File: config.mk
export PLATFORM = sky130hd
export DESIGN_NAME = buffer_stream_reader_flat
export DESIGN_NICKNAME = d
export VERILOG_FILES = /design/src/rtl/buffer_stream_reader_pkg.sv /design/src/rtl/buffer_stream_reader_if.sv /design/src/rtl/buffer_stream_reader_fifo2.sv /design/src/rtl/buffer_stream_reader.sv /design/src/flat_wrapper.sv
export SDC_FILE = /design/constraint.sdc
export NUM_CORES = 1
export LEC_CHECK = 0
export CORE_MARGIN = 3
export CORE_UTILIZATION = 40
export DETAILED_ROUTE_END_ITERATION = 8
export GPL_ROUTABILITY_DRIVEN = 0
export PLACE_DENSITY_LB_ADDON = 0.05
export SLEW_MARGIN = 40
export SYNTH_ARGS = -nofsm -noshare
export SYNTH_HDL_FRONTEND = slang
export SYNTH_HIERARCHICAL = 1
export SYNTH_SLANG_ARGS = --single-unit
File: constraint.sdc
create_clock -name clk -period 11.3 [get_ports clk]
set_input_delay 2.26 -clock clk [delete_from_list [all_inputs] [get_ports clk]]
set_output_delay 2.26 -clock clk [all_outputs]
set_load 0.05 [all_outputs]
File: src/rtl/buffer_stream_reader_pkg.sv
// Shared definitions for the TensorCore operand-buffer read path:
// default geometry and the reader FSM encoding.
package tc_buf_pkg;

    localparam int TC_DATA_WIDTH = 64;
    localparam int TC_ADDR_WIDTH = 6;
    localparam int TC_CNT_WIDTH  = TC_ADDR_WIDTH + 1;

    typedef logic [1:0] rd_state_t;

    localparam logic [1:0] ST_IDLE   = 2'd0;
    localparam logic [1:0] ST_STREAM = 2'd1;
    localparam logic [1:0] ST_DRAIN  = 2'd2;

endpackage

File: src/rtl/buffer_stream_reader_if.sv
// Bundles the buffer read port and the outgoing beat stream seen by the reader.
interface buffer_stream_reader_if
    import tc_buf_pkg::*;
#(
    parameter int DATA_WIDTH = TC_DATA_WIDTH,
    parameter int ADDR_WIDTH = TC_ADDR_WIDTH
);

    logic                  buf_ready;
    logic                  buf_rd_en;
    logic [ADDR_WIDTH-1:0] buf_rd_addr;
    logic [DATA_WIDTH-1:0] buf_data;
    logic                  m_valid;
    logic [DATA_WIDTH-1:0] m_data;
    logic                  m_last;
    logic                  m_ready;

    modport master (
        input  buf_ready, buf_data, m_ready,
        output buf_rd_en, buf_rd_addr, m_valid, m_data, m_last
    );

    modport slave (
        output buf_ready, buf_data, m_ready,
        input  buf_rd_en, buf_rd_addr, m_valid, m_data, m_last
    );

endinterface

File: src/rtl/buffer_stream_reader_fifo2.sv
// Two-entry synchronous FIFO carrying a data word plus a last-beat flag.
module stream_fifo2 #(
    parameter int DATA_WIDTH = 64
) (
    input  logic                  clk,
    input  logic                  rst,
    input  logic                  i_push,
    input  logic [DATA_WIDTH-1:0] i_push_data,
    input  logic                  i_push_last,
    input  logic                  i_pop,
    output logic [1:0]            o_count,
    output logic [DATA_WIDTH-1:0] o_head_data,
    output logic                  o_head_last
);

    logic [DATA_WIDTH-1:0] r_data [2];
    logic [1:0]            r_last;
    logic                  r_rdPtr;
    logic                  r_wrPtr;
    logic [1:0]            r_count;
    logic                  w_doPush;
    logic                  w_doPop;

    // A push into a full FIFO is only accepted when a pop frees a slot in the same cycle.
    assign w_doPop  = i_pop && (r_count != 2'd0);
    assign w_doPush = i_push && ((r_count != 2'd2) || w_doPop);

    always_ff @(posedge clk or posedge rst) begin
        if (rst) begin
            r_data[0] <= '0;
            r_data[1] <= '0;
            r_last    <= '0;
            r_rdPtr   <= 1'b0;
            r_wrPtr   <= 1'b0;
            r_count   <= 2'd0;
        end else begin
            if (w_doPush) begin
                r_data[r_wrPtr] <= i_push_data;
                r_last[r_wrPtr] <= i_push_last;
                r_wrPtr         <= ~r_wrPtr;
            end
            if (w_doPop) begin
                r_rdPtr <= ~r_rdPtr;
            end
            case ({w_doPush, w_doPop})
                2'b10:   r_count <= r_count + 2'd1;
                2'b01:   r_count <= r_count - 2'd1;
                default: r_count <= r_count;
            endcase
        end
    end

    assign o_count     = r_count;
    assign o_head_data = r_data[r_rdPtr];
    assign o_head_last = r_last[r_rdPtr];

endmodule

File: src/rtl/buffer_stream_reader.sv
// Read-side sequencer: walks a strided address burst through the operand
// buffer and streams the words downstream with a last-beat marker.
module buffer_stream_reader
    import tc_buf_pkg::*;
#(
    parameter int DATA_WIDTH = TC_DATA_WIDTH,
    parameter int ADDR_WIDTH = TC_ADDR_WIDTH,
    parameter int CNT_WIDTH  = TC_CNT_WIDTH
) (
    input  logic                  clk,
    input  logic                  rst,
    input  logic                  i_start,
    input  logic [ADDR_WIDTH-1:0] i_base_addr,
    input  logic [ADDR_WIDTH-1:0] i_stride,
    input  logic [CNT_WIDTH-1:0]  i_count,
    output logic                  o_busy,
    output logic                  o_done,
    buffer_stream_reader_if.master bus
);

    rd_state_t             r_state;
    logic [ADDR_WIDTH-1:0] r_addr;
    logic [ADDR_WIDTH-1:0] r_stride;
    logic [ADDR_WIDTH-1:0] r_lastAddr;
    logic [CNT_WIDTH-1:0]  r_remain;
    logic                  r_done;

    logic [1:0]            w_fifoCount;
    logic [DATA_WIDTH-1:0] w_headData;
    logic                  w_headLast;
    logic                  w_pop;
    logic                  w_issue;
    logic                  w_finalIssue;
    logic                  w_accept;

    // Reads may refill the slot freed by a same-cycle pop, giving one beat per cycle.
    assign w_pop        = bus.m_valid && bus.m_ready;
    assign w_issue      = (r_state == ST_STREAM) && ((w_fifoCount < 2'd2) || w_pop);
    assign w_finalIssue = w_issue && (r_remain == CNT_WIDTH'(1));
    assign w_accept     = (r_state == ST_IDLE) && i_start && bus.buf_ready;

    assign bus.buf_rd_en   = w_issue;
    assign bus.buf_rd_addr = w_issue ? r_addr : r_lastAddr;
    assign bus.m_valid     = (w_fifoCount != 2'd0);
    assign bus.m_data      = w_headData;
    assign bus.m_last      = w_headLast;
    assign o_busy          = (r_state != ST_IDLE);
    assign o_done          = r_done;

    stream_fifo2 #(
        .DATA_WIDTH (DATA_WIDTH)
    ) u_fifo (
        .clk         (clk),
        .rst         (rst),
        .i_push      (w_issue),
        .i_push_data (bus.buf_data),
        .i_push_last (w_finalIssue),
        .i_pop       (w_pop),
        .o_count     (w_fifoCount),
        .o_head_data (w_headData),
        .o_head_last (w_headLast)
    );

    // A zero-length command completes immediately without ever leaving IDLE.
    always_ff @(posedge clk or posedge rst) begin
        if (rst) begin
            r_state    <= ST_IDLE;
            r_addr     <= '0;
            r_stride   <= '0;
            r_lastAddr <= '0;
            r_remain   <= '0;
            r_done     <= 1'b0;
        end else begin
            r_done <= 1'b0;
            case (r_state)
                ST_IDLE: begin
                    if (w_accept) begin
                        if (i_count != '0) begin
                            r_addr   <= i_base_addr;
                            r_stride <= i_stride;
                            r_remain <= i_count;
                            r_state  <= ST_STREAM;
                        end else begin
                            r_done <= 1'b1;
                        end
                    end
                end
                ST_STREAM: begin
                    if (w_issue) begin
                        r_lastAddr <= r_addr;
                        r_addr     <= r_addr + r_stride;
                        r_remain   <= r_remain - CNT_WIDTH'(1);
                        if (w_finalIssue) begin
                            r_state <= ST_DRAIN;
                        end
                    end
                end
                ST_DRAIN: begin
                    if (w_pop && w_headLast) begin
                        r_done  <= 1'b1;
                        r_state <= ST_IDLE;
                    end
                end
                default: r_state <= ST_IDLE;
            endcase
        end
    end

endmodule

File: src/flat_wrapper.sv
// flat-port wrapper written by rule: the top's interface ports become plain ports
module buffer_stream_reader_flat import tc_buf_pkg::*;
#(
    parameter int DATA_WIDTH = TC_DATA_WIDTH,
    parameter int ADDR_WIDTH = TC_ADDR_WIDTH,
    parameter int CNT_WIDTH  = TC_CNT_WIDTH
)
  (clk, rst, i_start, i_base_addr, i_stride, i_count, o_busy, o_done, bus_buf_ready, bus_buf_data, bus_m_ready, bus_buf_rd_en, bus_buf_rd_addr, bus_m_valid, bus_m_data, bus_m_last);
  buffer_stream_reader_if #(.DATA_WIDTH(DATA_WIDTH), .ADDR_WIDTH(ADDR_WIDTH)) bus_i ();
  input  logic clk;
  input  logic rst;
  input  logic i_start;
  input  logic [ADDR_WIDTH-1:0] i_base_addr;
  input  logic [ADDR_WIDTH-1:0] i_stride;
  input  logic [CNT_WIDTH-1:0] i_count;
  output logic o_busy;
  output logic o_done;
  input wire logic [$bits(bus_i.buf_ready)-1:0] bus_buf_ready;
  input wire logic [$bits(bus_i.buf_data)-1:0] bus_buf_data;
  input wire logic [$bits(bus_i.m_ready)-1:0] bus_m_ready;
  output wire logic [$bits(bus_i.buf_rd_en)-1:0] bus_buf_rd_en;
  output wire logic [$bits(bus_i.buf_rd_addr)-1:0] bus_buf_rd_addr;
  output wire logic [$bits(bus_i.m_valid)-1:0] bus_m_valid;
  output wire logic [$bits(bus_i.m_data)-1:0] bus_m_data;
  output wire logic [$bits(bus_i.m_last)-1:0] bus_m_last;
  assign bus_i.buf_ready = bus_buf_ready;
  assign bus_i.buf_data = bus_buf_data;
  assign bus_i.m_ready = bus_m_ready;
  assign bus_buf_rd_en = bus_i.buf_rd_en;
  assign bus_buf_rd_addr = bus_i.buf_rd_addr;
  assign bus_m_valid = bus_i.m_valid;
  assign bus_m_data = bus_i.m_data;
  assign bus_m_last = bus_i.m_last;
  buffer_stream_reader #(.DATA_WIDTH(DATA_WIDTH), .ADDR_WIDTH(ADDR_WIDTH), .CNT_WIDTH(CNT_WIDTH)) u_core (.clk(clk), .rst(rst), .i_start(i_start), .i_base_addr(i_base_addr), .i_stride(i_stride), .i_count(i_count), .o_busy(o_busy), .o_done(o_done), .bus(bus_i));
endmodule
Run 1, clock wiring as the flow saved it:
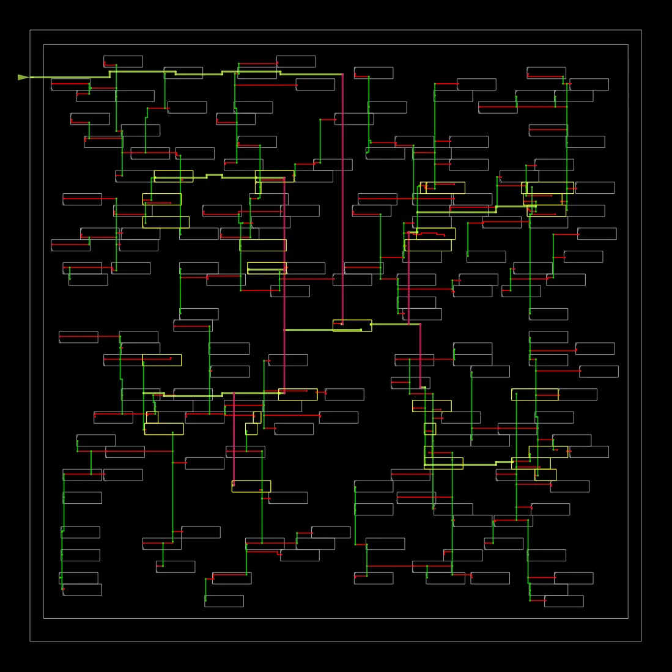
clock tree sinks: 162
clk_lat worst skew: 0.42 ns
flop count: 162

Run 1, placed cells, one color a class:
Fill, decap, tap and diode cells in gray.
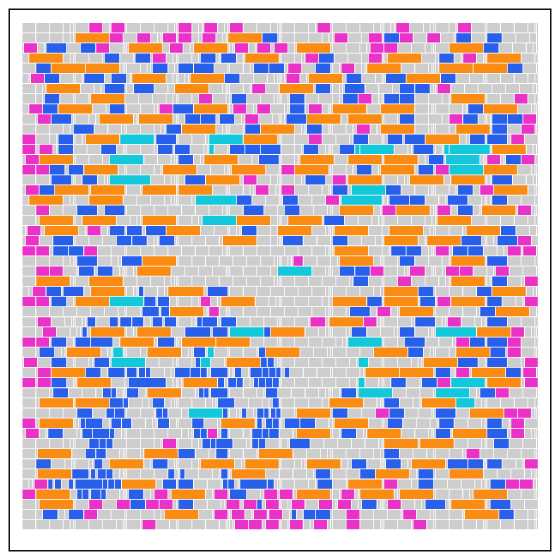
class	color	cells	share of their area
all other logic	blue	338	35%
other buffers and delay cells	magenta	168	17%
clock drivers and dummy loads	cyan	31	6.4%
flip-flops	orange	162	41%
fin area: 0.01015 mm²
core area: 0.01883 mm²

Run 1, supply network:
Scale bar: 50 µm. Pins as bars on the die edge.
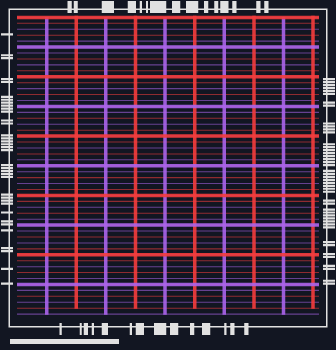
net	color
VSS	purple
VDD	red
met1 rails	51
met4 straps	10
rows	50
signal pins	163

[run 1: metrics by stage]
step	cell area [µm²]	hold WS, ns	worst slack [ns]
after global routing	10150	0.4943	4.453
after detailed placement	9513	0.4721	4.560
final	10150	0.4823	4.589
after global placement	9505	0.4628	4.579
after CTS	10150	0.4868	4.555
after floorplan	7710	0.4436	5.457
[run 1: cell type report]
cell class / instances / area [µm²] / area share (%)
sequential: 162 / 4055 / 39.97
multi-input combinational: 327 / 3412 / 33.63
timing repair buffer: 168 / 1674 / 16.50
clock buffer: 21 / 450.4 / 4.440
tap: 260 / 325.3 / 3.206
clock inverter: 10 / 182.7 / 1.800
inverter: 11 / 46.29 / 0.4563
[run 1: routing by layer]
layer	vias up	track usage, %	part of all wire [%]
met5	-	0	0
met4	0	4.762	1.2
met3	14	3.713	4.0
met2	103	26.36	49
met1	2429	21.79	46
li1	2212	-	-
[run 1: worst paths after layout]
check / startpoint / end / slack, ns / depth (start not counted)
setup / recovery: bus_m_ready / bus_buf_rd_addr[2] / 4.59 / 5
hold / removal: u_core/u_fifo/r_data[112] / u_core/u_fifo/r_data[112] / 0.48 / 1
setup reg to reg: u_core/r_state[1] / u_core/u_fifo/r_data[12] / 7.92 / 7
hold reg to reg: u_core/u_fifo/r_data[112] / u_core/u_fifo/r_data[112] / 0.48 / 1
max in group asynchronous: rst / u_core/u_fifo/r_rdPtr / 7.83 / 3
min in group asynchronous: rst / u_core/u_fifo/r_data[21] / 2.31 / 2
[run 1: critical path: cells and delay by family]
family	cells	cell delay, ns
AOI/OAI and AO/OA	1	0.54
buffers and inverters	3	1.24
muxes	1	0.41
[run 1: layout by cell type (no fill, tap or decap), types with 9 or more instances in the layout]
| master | n |
|---|---|
| clkdlybuf4s50_1 | 162 |
| mux2_1 | 50 |
| clkbuf_16 | 17 |
| mux2_4 | 50 |
| nand2_1 | 9 |
| o21ai_0 | 10 |
| inv_1 | 9 |
| nor2_1 | 13 |
| a21oi_1 | 11 |
| mux2_2 | 113 |
| dfrtp_1 | 161 |
[run 1: sequential cells by signal, summed over array words and instances (netlist names)]
register / count
u_core/o_done: 1
u_core/r_addr: 6
u_core/r_lastAddr: 6
u_core/r_remain: 7
u_core/r_state: 2
u_core/r_stride: 6
u_core/u_fifo/o_count: 2
u_core/u_fifo/r_data: 128
u_core/u_fifo/r_last: 2
u_core/u_fifo/r_rdPtr: 1
u_core/u_fifo/r_wrPtr: 1
[run 1: synth_stat cells (all sizes together), types with 2 or more instances]
library cell	n
nand2b	2
o21ai	16
dfrtp	162
ha	8
buf	23
mux2	213
nor2b	4
nand3	3
o22a	2
xnor2	3
or2	2
inv	11
nor2	15
a22oi	2
o21a	2
nor3b	4
nand2	9
a211oi	7
xor2	2
a21oi	12
clkbuf	4
nor3	6
==> results.py, run 1 <==
# Metrics from the implementation run
metrics = {
    "run_status": {
        "outcome": "finished, final reports clean",
    },
    "final_timing": {
        "drv_slew": 0,
        "setup_viol_count_final": 0,
        "tightest_slew_ns": 0.7185,
        "fin_skew_ns": 0.006594,
        "finalClockPeriodUsage_pct": 59.39,
        "tns_ns": 0,
        "max_freq_mhz": 149.0,
    },
    "cells_and_area": {
        "drive_above_1_share_pct": 30.47,
        "finalNetCount": 784,
        "syn_to_final_growth_pct": 31.60,
    },
    "synth": {
        "async_reset_ff_share_pct": 100.0,
        "synthTopLogicFamily": "multiplexers",
        "synthAoiAreaFrac_pct": 4.690,
        "edf_count": 0,
        "synthFlopType": "dfrtp_1",
        "syn_area_per_cell_um2": 14.63,
        "top_area_cell": "dfrtp_1",
        "syn_nets": 624,
        "ys_seq_share_pct": 52.58,
        "simple_gate_area_share_pct": 3.586,
        "yosys.area.top_type_share_pct": 52.58,
        "area_leaders": "dfrtp_1 53%, mux2_2 17%, mux2_4 9.7%, mux2_1 7.3%, buf_6 1.9%",
    },
    "die": {
        "io_pins": 163,
        "die_area_mm2": 0.02098,
        "die_h_um": 144.8,
        "rows": 50,
    },
    "detailed_routing": {
        "firstDrtPassIters": 4,
        "drcViolationCount": 0,
        "num_vias": 4758,
        "drt-total-wl_um": 16490,
    },
    "global_routing": {
        "grt_pass1_wl_um": 26770,
        "track_usage_pct": 16.21,
        "antenna_found_initial": 0,
        "grt_max_degree": 74,
        "grt_overflow_total": 0,
    },
    "place": {
        "dp.cells": 928,
        "io_buffers": 162,
        "hpwl_um": 10960,
    },
    "job": {
        "openroad.warnings": 27,
    },
    "clock_network": {
        "cts-hold-fix-buffers": 0,
        "clk_path_buf_depth": 2,
        "clk_pin_slew_ns": 0.06,
        "cts_resized": 0,
        "cts.root.buffer_cell": "clkbuf_16",
    },
    "setup_path": {
        "crit_chain": "clkdlybuf4s50_1 > inv_1 > a21oi_4 > mux2_2 > clkdlybuf4s50_1",
        "critical_path_class": "input port to output pin",
        "crit_slowest_cell": "clkdlybuf4s50_1",
        "cp_data_required_time_ns": 9.04,
        "cp.arrival_ns": 4.45,
    },
    "worst_hold_path": {
        "hold_class": "register to register",
    },
}
Run 1, clock network drawn from the DEF:
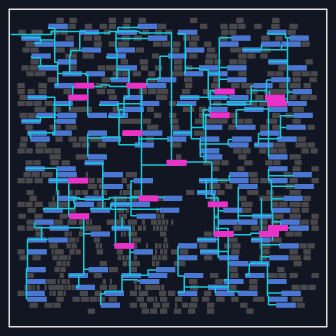

--- run 2 (diff from run 1) ---
- clock period: 11.3 -> 6.4 ns (I/O delays scaled with it)
Run 2, clock network drawn from the DEF:
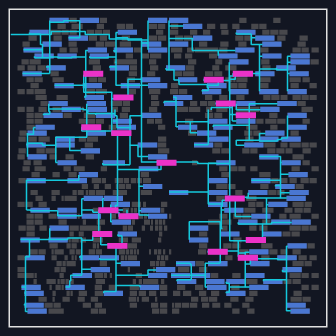
[clock wires] cyan | length: 2,070 µm
[flip-flops] blue | count: 162
[cells driving clock nets] magenta | count: 17
flops lie	widely spread
routed clock nets	18

==> run 2 against run 1 <==
Against the previous run:
- die size stayed put
- routed wire length rose by 1.9%
- critical path type unchanged
- cell area grew 0.18%
==> results.py, run 2 <==
# Metrics from the implementation run
metrics = {
    "run_status": {
        "outcome": "finished, final reports clean",
    },
    "setup_path": {
        "reg2reg_from": "u_core/r_state[1]",
        "cp.arrival_ns": 3.49,
        "critical_path_class": "input port to output pin",
    },
    "final_timing": {
        "fin_ws_ns": 1.633,
        "tns_ns": 0,
    },
    "worst_hold_path": {
        "whs_endpoint": "u_core/u_fifo/r_data[94]",
    },
    "cells_and_area": {
        "syn_to_final_growth_pct": 31.84,
        "finalNetCount": 785,
        "lay_top_cells": "162 x clkdlybuf4s50_1, 161 x dfrtp_1, 113 x mux2_2",
        "drive_above_1_share_pct": 30.81,
    },
    "clock_network": {
        "clk_path_buf_depth": 2,
        "worstSkewPairLatency_ns": 0.42,
        "cts-hold-fix-buffers": 0,
    },
    "detailed_routing": {
        "num_vias": 4801,
        "firstDrtPassIters": 4,
        "drcViolationCount": 0,
        "drt-total-wl_um": 16810,
    },
    "place": {
        "io_buffers": 162,
        "dp.cells": 929,
        "place_ws_ns": 1.621,
    },
    "die": {
        "die_area_mm2": 0.02098,
        "rows": 50,
        "die_h_um": 144.8,
    },
    "synth": {
        "edf_count": 0,
        "yosys-top-cells-count": "162 x dfrtp_1, 113 x mux2_2, 50 x mux2_1, 50 x mux2_4, 14 x nor2_1",
        "async_reset_ff_share_pct": 100.0,
        "top_cell": "dfrtp_1",
        "top_area_cell": "dfrtp_1",
        "area_leaders": "dfrtp_1 53%, mux2_2 17%, mux2_4 9.7%, mux2_1 7.3%, buf_6 1.9%",
        "syn_area_per_cell_um2": 14.63,
    },
    "job": {
        "openroad.warnings": 27,
    },
    "global_routing": {
        "grt_max_degree": 72,
        "grt_pass1_wl_um": 26960,
        "track_usage_pct": 16.28,
    },
}
run 2: cell count changes in the layout (fill, tap and decap cells not counted), sizes merged:
| cell | delta |
|---|---|
| buf | +1 |
| bufinv | -1 |
| clkbuf | +1 |
| clkinv | +1 |
| clkinvlp | -2 |
| inv | +2 |
run 2: worst max-delay path, cell delays in order:
cell and delay [ns]:
clkdlybuf4s50_1 0.47, inv_1 0.07, a21oi_4 0.55, mux2_2 0.41
clkdlybuf4s50_1 0.70
run 2: worst max-delay path by stage:
stage / to / cells past startpoint / slack, ns
final: bus_buf_rd_addr[4] / 5 / 1.63
after global routing: bus_buf_rd_addr[2] / 5 / 1.55
after CTS: bus_buf_rd_addr[4] / 5 / 1.61
after detailed placement: bus_buf_rd_addr[0] / 5 / 1.62
after global placement: bus_buf_rd_addr[2] / 5 / 1.64
after floorplan: u_core/u_fifo/o_count[0] / 1 / 1.54
run 2: area by class of cell:
cell class	count	area (µm²)	share of cell area, %
clock buffers	22	474.2	4.665
clock inverters	10	171.4	1.686
inverters	11	46.29	0.4554
multi-input cells	327	3412	33.57
flip-flops and latches	162	4058	39.92
well taps	260	325.3	3.200
repair buffers	169	1678	16.51
run 2: through the flow:
| step | utilization (%) | hold slack (ns) |
|---|---|---|
| floorplan | - | 0.4436 |
| global placement | 50.52 | 0.4636 |
| detailed placement | 50.53 | 0.4721 |
| CTS | 53.96 | 0.4888 |
| global route | 53.98 | 0.4921 |
| finish | 53.98 | 0.4843 |
run 2: layer usage:
metal / vias up / global-route usage (%) / share of wire, %
met3: 20 / 3.911 / 4.7
met2: 120 / 26.92 / 49
li1: 2216 / - / -
met5: - / 0 / 0
met4: 0 / 5.842 / 1.7
met1: 2445 / 20.89 / 44
run 2: cells by family after synthesis:
group / after synthesis / share of synthesized area [%]
AND/OR/NAND/NOR: 49 / 3.587
flip-flops: 162 / 52.58
buffers and inverters: 38 / 3.343
multiplexers: 214 / 33.67
adder cells (fa/ha/maj): 9 / 1.558
XOR/XNOR: 5 / 0.5681
AND-OR/OR-AND: 50 / 4.690
Run 2, placed cells, one color a class:
Fill, decap, tap and diode cells in gray.
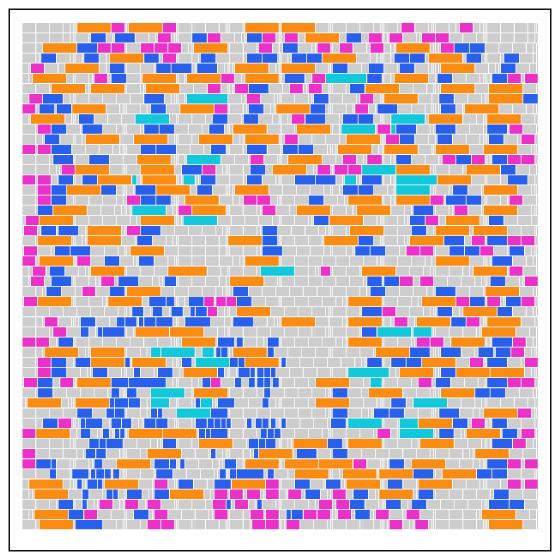

--- run 3 (diff from run 2) ---
- clock period: 6.4 -> 4.1 ns (I/O delays scaled with it)
Run 3, placed cells, one color a class:
Fill, decap, tap and diode cells in gray.
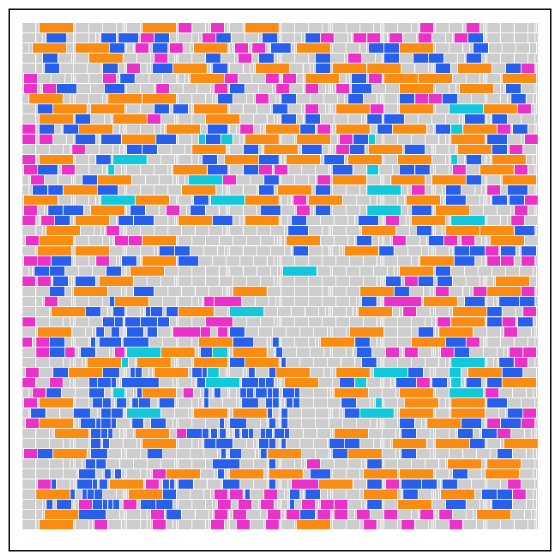
Seq area share: 39.98%
fin area: 0.01014 mm²
final core area utilization: 53.86%
Core Rows: 50

==> run 3 against run 2 <==
Against the previous run:
- global-route usage rose by 0.092 points
- area after synthesis did not move
- first-iteration DRC count rose by 0.64%
- via count rose by 0.75%
- clock skew fell by 0.0068 ns
- utilization fell by 0.12 points
- non-clock buffer count rose by 4
- critical path depth did not move
- largest cell class unchanged
==> results.py, run 3 <==
# Metrics from the implementation run
metrics = {
    "synth": {
        "async_reset_ff_share_pct": 100.0,
        "synthFlopType": "dfrtp_1",
        "syn_nets": 624,
        "edf_count": 0,
        "syn_area_per_cell_um2": 14.63,
        "ys_seq_share_pct": 52.58,
    },
    "clock_network": {
        "cts-hold-fix-buffers": 0,
        "worstSkewPairLatency_ns": 0.42,
        "clk_pin_slew_ns": 0.06,
    },
    "worst_hold_path": {
        "hold_class": "register to register",
    },
    "setup_path": {
        "reg2reg_from": "u_core/r_state[1]",
        "worstSetupEndpoint": "bus_buf_rd_addr[5]",
        "critical_path_class": "input port to output pin",
        "slowest_delay_ns": 0.70,
        "cp_data_required_time_ns": 3.28,
    },
    "place": {
        "dpl-instance-area_mm2": 0.009579,
    },
    "cells_and_area": {
        "lay_top_count": "dfrtp_1",
        "lay_top_cells": "161 x dfrtp_1, 160 x clkdlybuf4s50_1, 113 x mux2_2",
        "top_regs": "u_core/u_fifo/r_data (128), u_core/r_remain (7)",
        "drive_above_1_share_pct": 31.77,
    },
    "global_routing": {
        "grt_pass1_wl_um": 26730,
        "grt_overflow_total": 0,
    },
    "final_timing": {
        "fin_skew_ns": 0.006936,
        "max_freq_mhz": 280.3,
        "tns_ns": 0,
    },
    "die": {
        "die_area_mm2": 0.02098,
        "die_h_um": 144.8,
        "design.core.area_mm2": 0.01883,
    },
    "job": {
        "openroad.warnings": 29,
    },
    "run_status": {
        "outcome": "finished, final reports clean",
    },
    "detailed_routing": {
        "num_vias": 4837,
        "drcViolationCount": 0,
    },
}
run 3: cell counts after synthesis:
No cell type changed its count.
run 3: kinds of logic (layout without fill, tap and decap cells):
| group | Yosys count | count (layout) | share of synthesized area (%) |
|---|---|---|---|
| adder cells (fa/ha/maj) | 9 | 9 | 1.558 |
| XOR/XNOR | 5 | 5 | 0.5681 |
| AND/OR/NAND/NOR | 49 | 49 | 3.587 |
| AND-OR/OR-AND | 50 | 50 | 4.690 |
| buffers and inverters | 38 | 216 | 3.343 |
| multiplexers | 214 | 214 | 33.67 |
| flip-flops | 162 | 162 | 52.58 |
run 3: critical path, delay by kind of cell:
kind,cells,cell delay (ns)
buf+inv,3,1.25
mux,1,0.38
compound gates,1,0.29
run 3: area by class of cell:
class / instances / area (µm²)
Sequential cell: 162 / 4055
Tap cell: 260 / 325.3
Timing Repair Buffer: 173 / 1769
Fill cell: 1593 / 8688
Inverter: 11 / 45.04
Clock inverter: 15 / 110.1
Multi-Input combinational cell: 327 / 3412
Clock buffer: 17 / 425.4
run 3: worst min-delay path by stage:
stage                                        start                        to  slack, ns  cells after the start
after detailed placement  u_core/u_fifo/r_data[97]  u_core/u_fifo/r_data[97]       0.47                      1
after floorplan                  u_core/r_state[0]             u_core/o_done       0.44                      1
after global routing      u_core/u_fifo/r_data[93]  u_core/u_fifo/r_data[93]       0.50                      1
after global placement    u_core/u_fifo/r_data[69]  u_core/u_fifo/r_data[69]       0.46                      1
final                     u_core/u_fifo/r_data[97]  u_core/u_fifo/r_data[97]       0.48                      1
after CTS                 u_core/u_fifo/r_data[97]  u_core/u_fifo/r_data[97]       0.49                      1
run 3: per-layer routing:
metal / share of wire, % / wire, µm / track usage (%)
met3: 5.7 / 966 / 4.568
met5: 0 / 0 / 0
met2: 48 / 8099 / 26.09
met4: 1.2 / 209 / 5.646
met1: 45 / 7620 / 21.55
run 3: through the flow:
step / setup slack (ns) / hold WS [ns] / utilization, % / cells
2_1_floorplan: 1.373 / 0.4436 / - / 527
3_3_place_gp: 0.5531 / 0.4629 / 50.87 / 932
3_5_place_dp: 0.5214 / 0.4720 / 50.87 / 932
4_1_cts: 0.5199 / 0.4870 / 53.71 / 964
5_1_grt: 0.4599 / 0.5050 / 53.86 / 965
6_report: 0.5327 / 0.4829 / 53.86 / 965
